**The clock network**

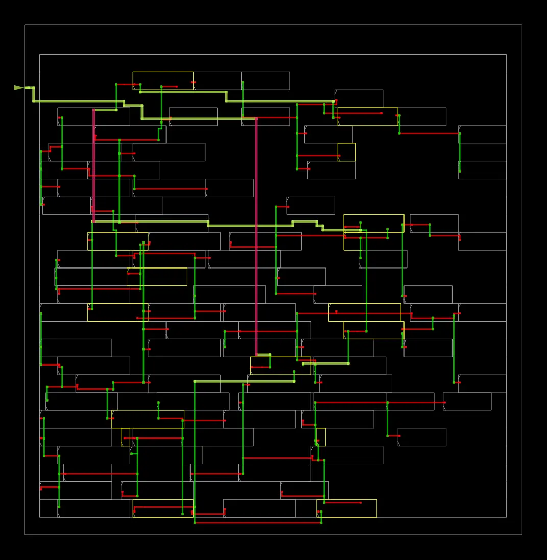
**Cells coloured by class**

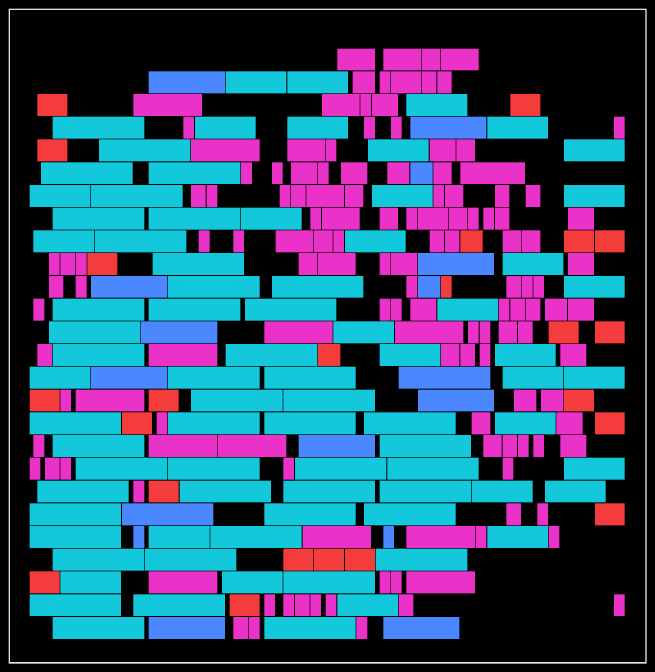
**Clock wires, drivers and flops**

Bar = 20 um.
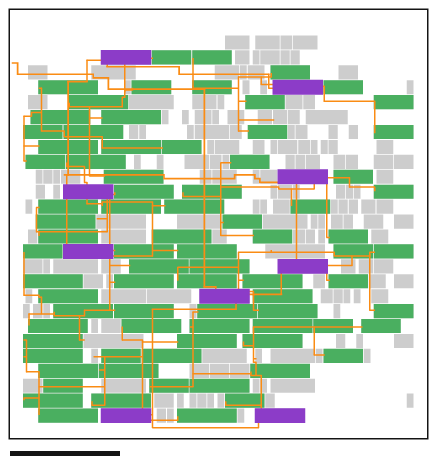
**Register map, names as in the netlist**

Other sequential cells in the stronger grey, the rest of the logic in the fainter grey.
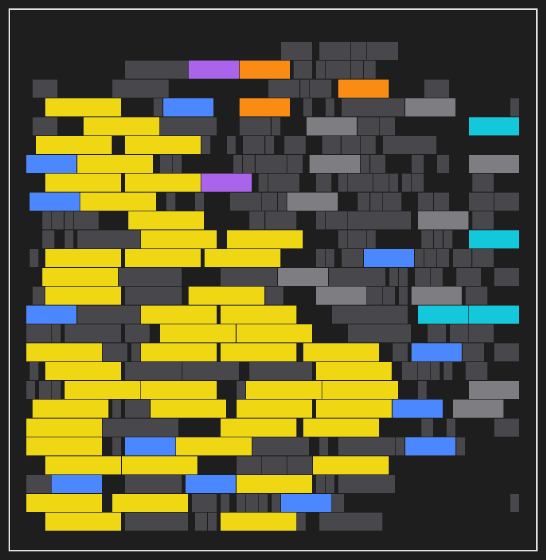
==> config.mk <==
export PLATFORM = sky130hd
export DESIGN_NAME = alu_cmd_sequencer
export DESIGN_NICKNAME = d
export VERILOG_FILES = /design/src/rtl/alu_pkg.sv /design/src/rtl/alu_cmd_fifo.sv /design/src/rtl/alu_cmd_sequencer.sv
export SDC_FILE = /design/constraint.sdc
export NUM_CORES = 1
export LEC_CHECK = 0
export CAP_MARGIN = 10
export CORE_AREA = 2 2 74 76
export CTS_BUF_LIST = sky130_fd_sc_hd__clkbuf_16
export DETAILED_ROUTE_END_ITERATION = 8
export DIE_AREA = 0 0 76 78
export DONT_BUFFER_PORTS = 1
export PLACE_DENSITY = 0.87
export RECOVER_POWER = 50
export REMOVE_ABC_BUFFERS = 1
export SYNTH_ARGS = -nofsm -noshare
export SYNTH_HDL_FRONTEND = slang
export SYNTH_SLANG_ARGS = --single-unit
==> constraint.sdc <==
create_clock -name clk -period 3 [get_ports clk]
set_clock_uncertainty 0.15 [all_clocks]
set_input_delay 0.3 -clock clk [delete_from_list [all_inputs] [get_ports clk]]
set_output_delay 0.3 -clock clk [all_outputs]
set_load 0.005 [all_outputs]
==> impl_table.tex <==
% Table of physical implementation metrics
\begin{tabular}{lr}
\hline
Metric & Value \\
\hline
\multicolumn{2}{l}{\textbf{Finish}} \\
\quad Area grow syn2layout & 18.85\% \\
\quad Multi-Input Combinational & 128 \\
\quad Layout cells sized above 1 & 11.81\% \\
\quad Count of plain and timing-repair buffers in the layout & 23 \\
\quad Most frequent logic cell in the layout & sky130\_fd\_sc\_hd\_\_edfxtp\_1 \\
\quad Number of non-filler instances in the completed layout & 324 \\
\quad Post-layout net count & 281 \\
\multicolumn{2}{l}{\textbf{STA}} \\
\quad Smallest hold slack & 99.57 ps \\
\quad RSZ-0062 raised after global routing & false \\
\quad Final critical delay including setup and external delays & 2465 ps \\
\quad Total count of max-transition violations in the final report & 0 \\
\multicolumn{2}{l}{\textbf{Job}} \\
\quad Number of logged tool warnings & 32 \\
\multicolumn{2}{l}{\textbf{Routing}} \\
\quad Routed vias/inst & 5.562 \\
\quad Met1 routed wirelength after detailed routing & 2.432 mm \\
\quad Overall routed net length & 5.925 mm \\
\multicolumn{2}{l}{\textbf{Setup path}} \\
\quad Critical Path, Cell by Cell & nor2b\_1, clkbuf\_1, and2\_1, a21o\_1 \\
\quad Critical Path Stages & 4 \\
\quad Maximum fanout along the worst path & 10 \\
\multicolumn{2}{l}{\textbf{Floorplanning}} \\
\quad Number of well-tap cells placed & 70 \\
\quad Number of I/O pins & 47 \\
\multicolumn{2}{l}{\textbf{Global route}} \\
\quad Final global-route overflow total & 0 \\
\quad Number of global-route vias before repair & 1856 \\
\quad Antenna violations before repair & 0 \\
\quad Total Routing Usage GR & 22.26\% \\
\multicolumn{2}{l}{\textbf{Worst hold path}} \\
\quad Number of cells traversed by the worst hold path & 2 \\
\quad Class of the tightest hold or removal check & in -> reg \\
\multicolumn{2}{l}{\textbf{Power}} \\
\quad Max rail drop VDD & 0.5798 mV \\
\quad Sw Share & 27.28\% \\
\multicolumn{2}{l}{\textbf{Placement}} \\
\quad Routability cong. & 0.7311 \\
\quad Number of cells in the design after placement & 288 \\
\quad Placed cell areas & 0.003178 sq mm \\
\multicolumn{2}{l}{\textbf{Run status}} \\
\quad Outcome & completed \\
\multicolumn{2}{l}{\textbf{Synth}} \\
\quad Yosys reg bits & 80 \\
\multicolumn{2}{l}{\textbf{CTS}} \\
\quad H-Tree Level Count & 3 \\
\quad Post-CTS clock slew at the launch and capture registers of the worst setup and hold paths & 50 ps \\
\hline
\end{tabular}
## Picture notes: 'the clock network'
count of clock-net buffers in the final layout: 10
number of clock sinks: 80
Insertion Delay late pin: 340 ps
power in the clock group: 1.19 mW
FFs & Latches: 80

## Picture notes: 'cells coloured by class'
[flip-flops] cyan | cells: 80 | share of their area: 58%
[other buffers and delay cells] red | cells: 23 | share of their area: 6.0%
[all other logic] magenta | cells: 135 | share of their area: 27%
[clock drivers and dummy loads] blue | cells: 16 | share of their area: 9.2%
Final Instance Area: 0.003707 sq mm
share of the core filled with cells: 73.52%
Placeable Area: 0.005042 sq mm

## Picture notes: 'clock wires, drivers and flops'
[flip-flops] green | count: 80
[clock wires] orange | length: 941 um
[cells driving clock nets] purple | count: 9
routed clock nets: 10
flops lie: all over the die
power share of the clock group: 36.5%

## Picture notes: 'register map, names as in the netlist'
[u_fifo.wr_ptr] purple | sequential cells: 2
[u_fifo.count] orange | sequential cells: 3
[outResult] cyan | sequential cells: 4 | where: east
[last_cmd] blue | sequential cells: 12
[u_fifo.mem] yellow | sequential cells: 48
not coloured: 11
Sequential Area: 0.002082 sq mm
power consumed by sequential cells: 1.39 mW
share of cell area taken by flip-flops and latches: 56.16%

## stage by stage
stage | power (mW) | utilization (%)
3_5_place_dp | 2.048 | 63.03
3_3_place_gp | 2.023 | 63.03
4_1_cts | 3.281 | 73.60
2_1_floorplan | 1.882 | -
5_1_grt | 3.416 | 73.52
6_report | 3.256 | 73.52
## what timing repair did
action	in CTS	in global routing
resized	0	0
hold buffers	20	0
endpoints found under the hold margin	80	0
## cells by family after synthesis
| group | synth area share, % |
|---|---|
| adders and majority gates | 3.610 |
| and+or+nand+nor | 10.59 |
| AOI/OAI and AO/OA | 5.937 |
| other | 0.1202 |
| DFF | 66.75 |
| xor gates and xnor gates | 1.404 |
| muxes | 8.985 |
| buffers and inverters | 2.607 |
Power and IR drop assume default switching activity.
